run_1/congestion_map.png
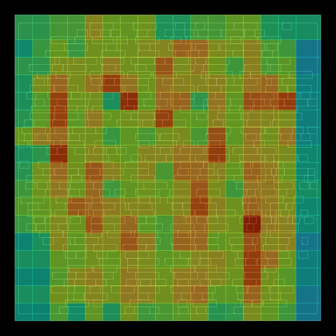
run_1/layers.png
Drawn at 4 px/micron. Two of the layers only.
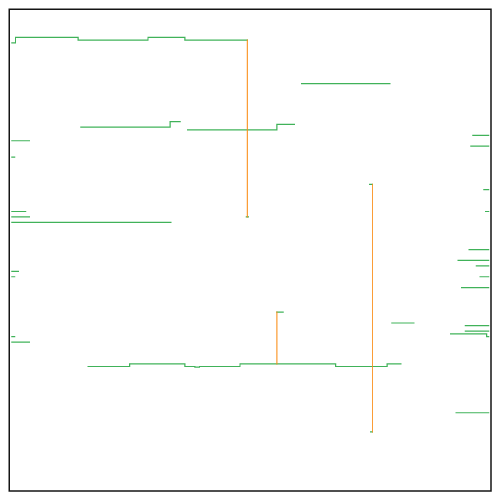
run_1/m3.png
Drawn at 3 px/micron. Cells faint in the background.
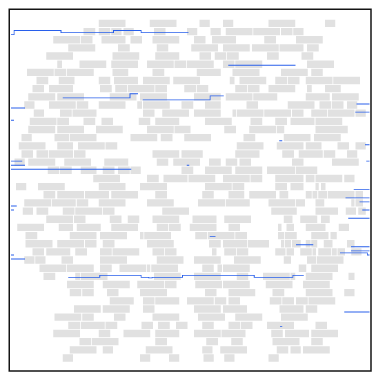
### config.mk
export PLATFORM = sky130hd
export DESIGN_NAME = fifo8_word16_flat
export DESIGN_NICKNAME = d
export VERILOG_FILES = /design/src/rtl/fifo8_word16_pkg.sv /design/src/rtl/fifo8_word16_if.sv /design/src/rtl/fifo8_word16_mux.sv /design/src/rtl/fifo8_word16.sv /design/src/flat_wrapper.sv
export SDC_FILE = /design/constraint.sdc
export NUM_CORES = 1
export LEC_CHECK = 0
export CORE_UTILIZATION = 45
export CTS_CLUSTER_SIZE = 30
export DETAILED_ROUTE_END_ITERATION = 16
export GPL_ROUTABILITY_DRIVEN = 0
export PLACE_DENSITY_LB_ADDON = 0.1
export SYNTH_ARGS = -nofsm -noshare
export SYNTH_HDL_FRONTEND = slang
export SYNTH_SLANG_ARGS = --single-unit
### constraint.sdc
create_clock -name clk -period 4.9 [get_ports clk]
set_input_delay 0.98 -clock clk [delete_from_list [all_inputs] [get_ports clk]]
set_output_delay 0.98 -clock clk [all_outputs]
set_load 0.1 [all_outputs]
### src/rtl/fifo8_word16_pkg.sv
// Shared constants and types for the 8-entry x 16-bit FIFO.
// Optional feature macro: FIFO_COUNT_EN (adds the occupancy count output).
package fifo8_word16_pkg;

    localparam int FIFO_W     = 16;          // data word width (read mux is 16 bits)
    localparam int FIFO_AW    = 3;           // entry index width (mux select)
    localparam int FIFO_PW    = 4;           // pointer width: index + wrap bit
    localparam int FIFO_DEPTH = 1 << FIFO_AW;

    typedef logic [FIFO_W-1:0]  word_t;
    typedef logic [FIFO_AW-1:0] idx_t;
    typedef logic [FIFO_PW-1:0] ptr_t;

    localparam word_t FIFO_RESET_WORD = 16'h0000;

    // Storage entry addressed by a pointer.
    function automatic idx_t ptr_idx(input ptr_t p);
        return p[FIFO_AW-1:0];
    endfunction

    // Lap bit that tells a full FIFO apart from an empty one.
    function automatic logic ptr_wrap(input ptr_t p);
        return p[FIFO_PW-1];
    endfunction

endpackage

### src/rtl/fifo8_word16_if.sv
// Valid/ready bus between a word producer, the FIFO and its consumer.
// Optional feature macro: FIFO_COUNT_EN (adds the count signal).
interface fifo8_word16_if;
    import fifo8_word16_pkg::*;

    word_t  in_data;
    logic   in_valid;
    logic   in_ready;
    word_t  out_data;
    logic   out_valid;
    logic   out_ready;
    logic   full;
    logic   empty;
`ifdef FIFO_COUNT_EN
    ptr_t   count;
`endif

    // FIFO side.
    modport slave (
        input  in_data, in_valid, out_ready,
`ifdef FIFO_COUNT_EN
        output count,
`endif
        output in_ready, out_data, out_valid, full, empty
    );

    // Producer/consumer side.
    modport master (
        output in_data, in_valid, out_ready,
`ifdef FIFO_COUNT_EN
        input  count,
`endif
        input  in_ready, out_data, out_valid, full, empty
    );

endinterface

### src/rtl/fifo8_word16_mux.sv
// 8-way 16-bit read select: returns the storage word chosen by sel.
module fifo8_word16_mux
    import fifo8_word16_pkg::*;
(
    input  word_t words [FIFO_DEPTH],
    input  idx_t  sel,
    output word_t y
);

    // Pure combinational select of one stored word.
    always_comb begin
        y = words[sel];
    end

endmodule

### src/rtl/fifo8_word16.sv
// 8-entry x 16-bit synchronous show-ahead FIFO with valid/ready on both sides.
// Two 4-bit pointers (3-bit index + wrap bit); status flags are derived from
// the pointers, never stored. Head word comes from storage via an 8-way mux.
// Optional feature macro: FIFO_COUNT_EN (exposes occupancy 0..8 on count).
module fifo8_word16
    import fifo8_word16_pkg::*;
(
    input  logic          clk,
    input  logic          reset,
    fifo8_word16_if.slave bus
);

    ptr_t                  wr_ptr;
    ptr_t                  rd_ptr;
    word_t                 mem [FIFO_DEPTH];
    logic [FIFO_DEPTH-1:0] wr_en;
    logic                  full_w;
    logic                  empty_w;
    logic                  push;
    logic                  pop;

    assign empty_w = (wr_ptr == rd_ptr);
    assign full_w  = (ptr_wrap(wr_ptr) != ptr_wrap(rd_ptr)) &&
                     (ptr_idx(wr_ptr) == ptr_idx(rd_ptr));

    // A full FIFO refuses writes even when a pop lands in the same cycle.
    assign push = bus.in_valid  && !full_w;
    assign pop  = bus.out_ready && !empty_w;

    // 3->8 write-enable decode for the entry under the write pointer.
    always_comb begin
        // NOTE: default first so every path assigns wr_en and no latch is inferred.
        wr_en = '0;
        if (push) begin
            wr_en[ptr_idx(wr_ptr)] = 1'b1;
        end
    end

    // Pointer registers; 4-bit wrap from 15 to 0 is natural.
    always_ff @(posedge clk or posedge reset) begin
        // NOTE: non-blocking so every register samples pre-edge values.
        if (reset) begin
            wr_ptr <= '0;
            rd_ptr <= '0;
        end else begin
            if (push) wr_ptr <= wr_ptr + 4'd1;
            if (pop)  rd_ptr <= rd_ptr + 4'd1;
        end
    end

    // Storage words; written only on an accepted push.
    always_ff @(posedge clk or posedge reset) begin
        // NOTE: storage is reset on purpose so out_data is a known zero after reset.
        if (reset) begin
            for (int i = 0; i < FIFO_DEPTH; i++) begin
                mem[i] <= FIFO_RESET_WORD;
            end
        end else begin
            for (int i = 0; i < FIFO_DEPTH; i++) begin
                if (wr_en[i]) mem[i] <= bus.in_data;
            end
        end
    end

    fifo8_word16_mux u_rd_mux (
        .words (mem),
        .sel   (ptr_idx(rd_ptr)),
        .y     (bus.out_data)
    );

    assign bus.in_ready  = !full_w;
    assign bus.out_valid = !empty_w;
    assign bus.full      = full_w;
    assign bus.empty     = empty_w;
`ifdef FIFO_COUNT_EN
    assign bus.count     = wr_ptr - rd_ptr;
`endif

endmodule

### src/flat_wrapper.sv
// flat-port wrapper written by rule: the top's interface ports become plain ports
module fifo8_word16_flat import fifo8_word16_pkg::*;
  (clk, reset, bus_in_data, bus_in_valid, bus_out_ready, bus_in_ready, bus_out_data, bus_out_valid, bus_full, bus_empty);
  fifo8_word16_if bus_i ();
  input  logic clk;
  input  logic reset;
  input wire logic [$bits(bus_i.in_data)-1:0] bus_in_data;
  input wire logic [$bits(bus_i.in_valid)-1:0] bus_in_valid;
  input wire logic [$bits(bus_i.out_ready)-1:0] bus_out_ready;
  output wire logic [$bits(bus_i.in_ready)-1:0] bus_in_ready;
  output wire logic [$bits(bus_i.out_data)-1:0] bus_out_data;
  output wire logic [$bits(bus_i.out_valid)-1:0] bus_out_valid;
  output wire logic [$bits(bus_i.full)-1:0] bus_full;
  output wire logic [$bits(bus_i.empty)-1:0] bus_empty;
  assign bus_i.in_data = bus_in_data;
  assign bus_i.in_valid = bus_in_valid;
  assign bus_i.out_ready = bus_out_ready;
  assign bus_in_ready = bus_i.in_ready;
  assign bus_out_data = bus_i.out_data;
  assign bus_out_valid = bus_i.out_valid;
  assign bus_full = bus_i.full;
  assign bus_empty = bus_i.empty;
  fifo8_word16 u_core (.clk(clk), .reset(reset), .bus(bus_i));
endmodule
==> impl_metrics.tcl, run 1 <==
# flow metrics
set metrics [dict create \
    status "completed" \
    io_pins 40 \
    drcViolationCount 0 \
    critPathKind "flip-flop to output port" \
    synth_cells 374 \
    crit_arrival_ns 3.16 \
    grt_pass1_wl_mm 20.7 \
    fin_crit_ns 4.14 \
    drt-total-wl_mm 12.4 \
    ant_nets 0 \
    first_iter_violations 147 \
    antenna_found_initial 0 \
    max_freq_mhz 241 \
    synth_area_sq_um 6270 \
    syn_avg_cell_area_sq_um 16.8 \
    clkTransAtPathRegs_ns 0.06 \
    top_cells_by_area "dfrtp_1 (54%), mux2_2 (24%), mux4_2 (11%)" \
    muxShareOfSynthArea_pct 38.3 \
    ys_cells 374 \
    reg2reg_depth 6 \
    finalSetupTns_ns 0 \
    die_area_sq_um 14400 \
    drive_gt1_share_pct 52.9 \
    via_per_inst 5.40 \
    whs_path_depth 1 \
    synth-compound-area-share_pct 0 \
    synth.net_count 396 \
    clk_latency_ns 0.41 \
    final_hold_viol_count 0 \
    cts_sinks 136 \
    crit_start "u_core.rd_ptr[1]" \
    final_max_slew_viol_count 0 \
    post-cts-setup-buffers 0 \
    final_layout_top_logic_cells "mux2_2 (134), dfrtp_1 (134), clkdlybuf4s50_1 (35), mux4_2 (32), clkbuf_16 (17)" \
    synth.cells.most_frequent "dfrtp_1 (136), mux2_2 (134), mux4_2 (32)" \
    cts_buffer_depth 2 \
    hold_buffers 0 \
    relSlewSlack_pct 23.9 \
    crit_buf_inv 2 \
    antenna_cells 0 \
    crit_chain "buf_12 -> mux4_2 -> mux2_2 -> clkdlybuf4s50_1" \
    finalSetupViolCount 0 \
    dr.pass1.iters 4 \
    edf_count 0 \
    clock-root-buffer "clkbuf_16" \
    post-route-period-util_pct 84.5 \
    numCtsBuffers 17 \
    adder_share_pct 0.399 \
    rsz0062_at_grt "false" \
    grt_overflow 0 \
    cpPeakStageDelay_ns 0.97 \
    ys_sh_simple_pct 2.69 \
    fp-row-count 42 \
    die_y_microns 120 \
    maxCapViolations 0 \
    cts_resized 0 \
    synth_flops 136 \
    cp_top_family "buffers and inverters" \
    crit_slowest_cell "clkdlybuf4s50_1" \
]
Notes on congestion_map.png above:
total track usage: 19.6%
GRT met2 Usage: 29.2%
met3 usage: 4.85%
final core utilization: 54.9%
post-DR wirelength/cell: 20.6 microns

Notes on layers.png above:
| color | layer | wire length |
|---|---|---|
| green | M3 | 354 microns |
| orange | M4 | 119 microns |

Notes on m3.png above:
wire length on this layer: 354 microns
longest straight run: 39.8 microns
main direction: horizontal
nets with wire on the layer: 26

-- run 1: worst reg2reg max path, cell delays in order (launching register included) --
cell and delay, ns:
dfrtp_2 0.70, buf_12 0.27, xnor2_1 0.22, nand4_4 0.21, inv_4 0.17, or3_1 0.86
mux2_2 0.43
-- run 1: flip-flops by register name, indices dropped and copies added (netlist names) --
register,count
u_core.wr_ptr,4
u_core.rd_ptr,4
u_core.mem,128
-- run 1: layer usage --
layer	vias to the layer above	share of wire [%]	global-route usage [%]	wire length [microns]
met5	-	0	0	0
met4	0	0.96	6.56	119
met3	6	2.8	4.85	353
met2	41	46	29.2	5770
met1	1738	50	28.0	6170
li1	1470	-	-	-
-- run 1: layout make-up --
| cell class | count | area, sq um |
|---|---|---|
| inverters | 3 | 16.3 |
| repair buffers | 45 | 463 |
| clock inverters | 10 | 77.6 |
| clock buffers | 22 | 464 |
| multi-input cells | 211 | 2710 |
| flip-flops and latches | 136 | 3410 |
| fillers | 1104 | 6050 |
| well taps | 176 | 220 |
-- run 1: worst paths after layout --
check / slack, ns / to
worst max-delay path: 0.76 / bus_out_data[8]
worst min-delay path: 0.49 / u_core.wr_ptr[3]
worst max register to register: 1.91 / u_core.mem[38]
worst min register to register: 0.49 / u_core.wr_ptr[3]
max in group asynchronous: 2.95 / u_core.mem[56]
min in group asynchronous: 1.09 / u_core.wr_ptr[2]
-- run 1: per-stage QoR --
step	instances	setup WS (ns)	instance area [sq um]	hold WS, ns
3_3_place_gp	571	1.19	6810	0.473
3_5_place_dp	571	1.16	6810	0.482
5_1_grt	603	0.650	7350	0.511
6_report	603	0.758	7350	0.495
4_1_cts	603	0.718	7350	0.492
2_1_floorplan	374	0.281	6270	0.459
--- run 2 (diff from run 1) ---
Clock period 4.9 ns to 4 ns, I/O delays scaled along.
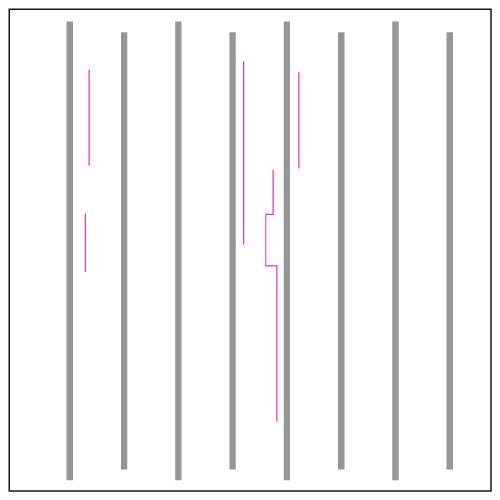
run_2/m4.png
Drawn at 4 px/micron. Supply wires on this layer in gray.
main direction: vertical
share of all routed wire: 1.4%

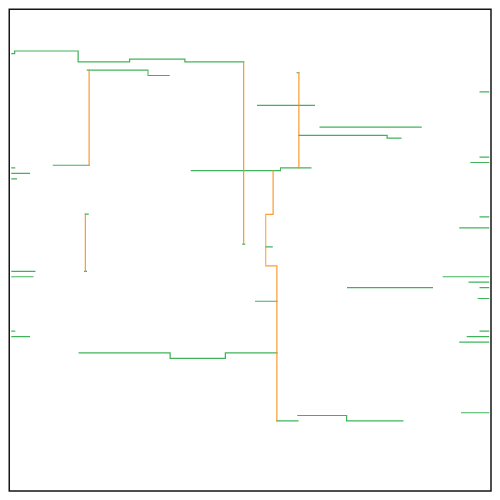
run_2/layers.png
Drawn at 4 px/micron. Two of the layers only.
| color | layer | wire length |
|---|---|---|
| orange | M4 | 175 microns |
| green | M3 | 387 microns |

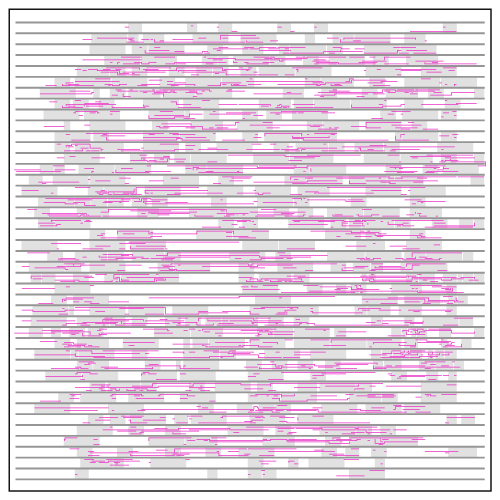
run_2/m1.png
Drawn at 4 px/micron. Supply wires on this layer in gray. Cells faint in the background.
main direction: horizontal
longest straight run: 32.7 microns

==> impl_metrics.tcl, run 2 <==
# flow metrics
set metrics [dict create \
    drive_gt1_share_pct 57.2 \
    synth.cells.most_frequent "dfrtp_1 (136), mux2_2 (134), mux4_2 (32)" \
    r2r-end "u_core.mem[48]" \
    die_y_microns 120 \
    ant_nets 0 \
    synth_cells 374 \
    post-cts-setup-buffers 0 \
    grt_use_met1_pct 27.8 \
    finalSetupViolCount 0 \
    status "completed" \
    reg_top3 "u_core.mem (128), u_core.rd_ptr (4), u_core.wr_ptr (4)" \
    post-route-period-util_pct 78.9 \
    wl_per_cell_microns 20.6 \
    numCtsBuffers 17 \
    first_iter_violations 175 \
    dr.pass1.iters 4 \
    postPlaceCellArea_sq_um 6810 \
    synth_area_sq_um 6270 \
    io_pins 40 \
    cts_sinks 136 \
    rsz0062_at_grt "false" \
    maxCapViolations 0 \
    final_layout_top_logic_cells "mux2_2 (134), dfrtp_1 (134), mux4_2 (32), buf_4 (28), clkdlybuf4s50_1 (19)" \
    crit_start "u_core.rd_ptr[0]" \
    ys_cells 374 \
    synth_flops 136 \
    wl_met1_mm 6.07 \
    grt_overflow 0 \
    wl_met2_mm 5.87 \
    place_inst 576 \
    top_usage_layer "met2" \
    clk_latency_ns 0.42 \
    r2r_setup_slack_ns 1.57 \
    synth.net_count 396 \
    critPathKind "flip-flop to output port" \
    grtUsageMet2_pct 29.0 \
]
run 2: logic make-up (layout without fill, tap and decap cells):
family                     count (synthesis)  in the layout  share of synthesized area (%)
adders and majority gates                  2              2                          0.399
muxes                                    178            178                           38.3
and+or+nand+nor                           21             21                           2.69
xor gates and xnor gates                  10             10                           1.64
DFF                                      136            136                           54.2
buffers and inverters                     27             85                           2.73
run 2: how the worst min path moves through the flow:
stage / depth (start not counted) / slack, ns / to
2_1_floorplan: 1 / 0.46 / u_core.mem[40]
3_3_place_gp: 1 / 0.48 / u_core.wr_ptr[3]
3_5_place_dp: 1 / 0.48 / u_core.wr_ptr[3]
4_1_cts: 1 / 0.49 / u_core.wr_ptr[3]
5_1_grt: 1 / 0.51 / u_core.mem[41]
6_report: 1 / 0.49 / u_core.wr_ptr[3]
run 2: layout make-up:
cell class | count | area (sq um) | share of cell area, %
clock buffer | 24 | 492 | 6.67
clock inverter | 8 | 70.1 | 0.951
inverter | 3 | 17.5 | 0.238
multi-input combinational | 211 | 2700 | 36.7
sequential | 136 | 3410 | 46.2
tap | 176 | 220 | 2.99
timing repair buffer | 50 | 460 | 6.25
run 2: metrics by stage:
stage | setup WS, ns | hold WS [ns] | utilization [%]
6_report | 0.843 | 0.486 | 55.0
5_1_grt | 0.730 | 0.507 | 55.0
4_1_cts | 0.791 | 0.494 | 55.0
3_5_place_dp | 1.26 | 0.483 | 50.8
3_3_place_gp | 1.28 | 0.480 | 50.8
2_1_floorplan | 0.238 | 0.459 | -
run 2: critical path, cell delays in order (launching register included):
cell,delay [ns]
dfrtp_2,0.57
buf_12,0.27
mux4_2,0.53
mux2_2,0.31
buf_4,0.24
--- run 3 (diff from run 2) ---
Clock period 4 ns to 2.57 ns, I/O delays scaled along.
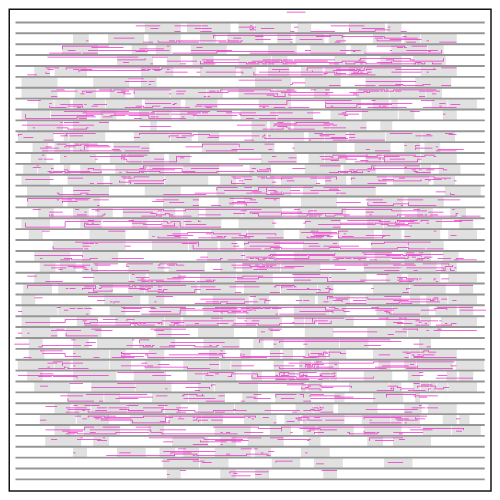
run_3/m1.png
Drawn at 4 px/micron. Supply wires on this layer in gray. Cells faint in the background.
wire length on this layer: 6,270 microns
nets with wire on the layer: 422
share of all routed wire: 47%

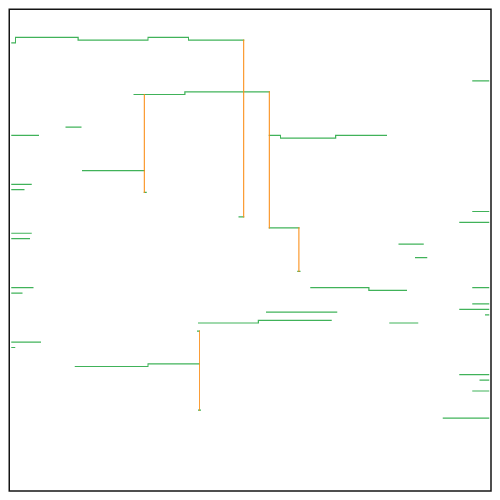
run_3/layers.png
Drawn at 4 px/micron. Two of the layers only.
| color | layer | wire length |
|---|---|---|
| green | M3 | 373 microns |
| orange | M4 | 133 microns |

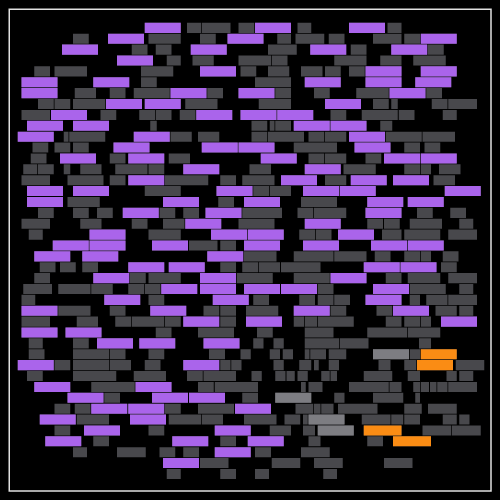
run_3/ff_map.png
Drawn at 4 px/micron.
| color | netlist name | placed flops | where |
|---|---|---|---|
| purple | `u_core.mem` | 128 | spread over the die |
| orange | `u_core.rd_ptr` | 4 | south-east |

==> impl_metrics.tcl, run 3 <==
# flow metrics
set metrics [dict create \
    setup_slack_ns -0.0370 \
    gr-usage-all-layers_pct 20.4 \
    io_pins 40 \
    yosys_warnings 0 \
    fp-row-count 42 \
    pre_cts_ws_ns 0.210 \
    r2r-end "u_core.mem[54]" \
    synth_flops 136 \
    finalSetupTns_ns -0.203 \
    place_inst 583 \
    antenna_found_initial 0 \
    grt_overflow 0 \
    critPathKind "flip-flop to output port" \
    die_area_sq_um 14400 \
    final.hold.worst_slack_ns 0.487 \
    final_common_cell "dfrtp_1" \
    synth_cells 374 \
    finalSetupViolCount 10 \
    clk_latency_ns 0.42 \
    final_hold_viol_count 0 \
    r2r_setup_slack_ns 0.32 \
    ys_area_sq_um 6270 \
    num_vias 3465 \
    relSlewSlack_pct 46.9 \
    grt_pass1_wl_mm 21.2 \
    regMostFlops "u_core.mem" \
    drive_gt1_share_pct 59.6 \
    fin_crit_ns 2.61 \
    hold_end "u_core.wr_ptr[3]" \
    reg_top3 "u_core.mem (128), u_core.rd_ptr (4), u_core.wr_ptr (4)" \
    hold_buffers 0 \
    numPortBuffers 39 \
    first_iter_violations 228 \
    final_max_slew_viol_count 0 \
    largest_reg_flops 128 \
    core_area_sq_um 13400 \
    drt-total-wl_mm 13.3 \
    hp-start "u_core.wr_ptr[3]" \
    ant_nets 0 \
    wl_per_cell_microns 21.2 \
    rsz0062_at_grt "true" \
    syn_avg_cell_area_sq_um 16.8 \
    status "complete, but fails checks" \
    flop_cell "dfrtp_1" \
    numCtsBuffers 17 \
    via_per_inst 5.51 \
    violations "negative setup slack" \
    top_cells_by_area "dfrtp_1 (54%), mux2_2 (24%), mux4_2 (11%)" \
    cts_sinks 136 \
    max_freq_mhz 384 \
    stdcell_area_sq_um 8140 \
    die_y_microns 120 \
    crit_arrival_ns 2.09 \
    final_layout_top_logic_cells "dfrtp_1 (134), mux2_2 (118), mux4_2 (32), buf_12 (29), mux2_4 (26)" \
    cts_buffer_depth 2 \
    synth.cells.most_frequent "dfrtp_1 (136), mux2_2 (134), mux4_2 (32)" \
    clkTransAtPathRegs_ns 0.06 \
    maxCapViolations 0 \
    ys_cells 374 \
    clock-root-buffer "clkbuf_16" \
    drcViolationCount 0 \
    final_cells 629 \
    synth_area_sq_um 6270 \
    final_util_pct 60.7 \
    whs_path_depth 1 \
    synth_area_leader_cell "dfrtp_1" \
    start_kind "flip-flop" \
    synth.net_count 396 \
    edf_count 0 \
    dr.pass1.iters 4 \
    antenna_cells 0 \
    reg2reg_depth 7 \
    postPlaceCellArea_sq_um 7180 \
    post-route-period-util_pct 101 \
]
[run 3: cell counts after synthesis]
No cell type changed its count.
[run 3: cell type report]
type	count	area, sq um
Clock buffer	20	447
Sequential cell	136	3410
Inverter	3	23.8
Timing Repair Buffer	71	1050
Clock inverter	12	198
Tap cell	176	220
Fill cell	1029	5260
Multi-Input combinational cell	211	2800
[run 3: layer usage]
metal  share of wire [%]  wire [microns]  GRT usage [%]
met2                  49            6540           31.9
met5                   0               0              0
met4                 1.0             133           6.33
met1                  47            6260           28.1
met3                 2.8             373           4.85
[run 3: cells by family after synthesis]
family / share of synthesized area (%)
muxes: 38.3
adders and majority gates: 0.399
buffers and inverters: 2.73
DFF: 54.2
and+or+nand+nor: 2.69
xor gates and xnor gates: 1.64
[run 3: worst max-delay path, stage by stage (launching register included)]
cell and delay [ns]:
dfrtp_2 0.40, buf_12 0.13, clkbuf_16 0.16, mux4_2 0.52
mux2_4 0.30, buf_12 0.17
[run 3: how the worst max path moves through the flow]
| stage | startpoint | end | slack, ns |
|---|---|---|---|
| after floorplan | u_core.rd_ptr[1] | bus_empty | -0.68 |
| after global placement | bus_in_valid | u_core.mem[53] | 0.24 |
| after detailed placement | bus_in_valid | u_core.mem[51] | 0.21 |
| after CTS | u_core.rd_ptr[0] | bus_out_data[4] | -0.03 |
| after global routing | u_core.rd_ptr[0] | bus_out_data[0] | -0.08 |
| final | u_core.rd_ptr[0] | bus_out_data[13] | -0.04 |
[run 3: timing repair]
item / 4_1_cts / 5_1_grt
pin swaps: 0 / 1
buffers inserted: 7 / 2
resized: 19 / 3
setup endpoints to repair: 16 / 17
gates cloned: 4 / 2
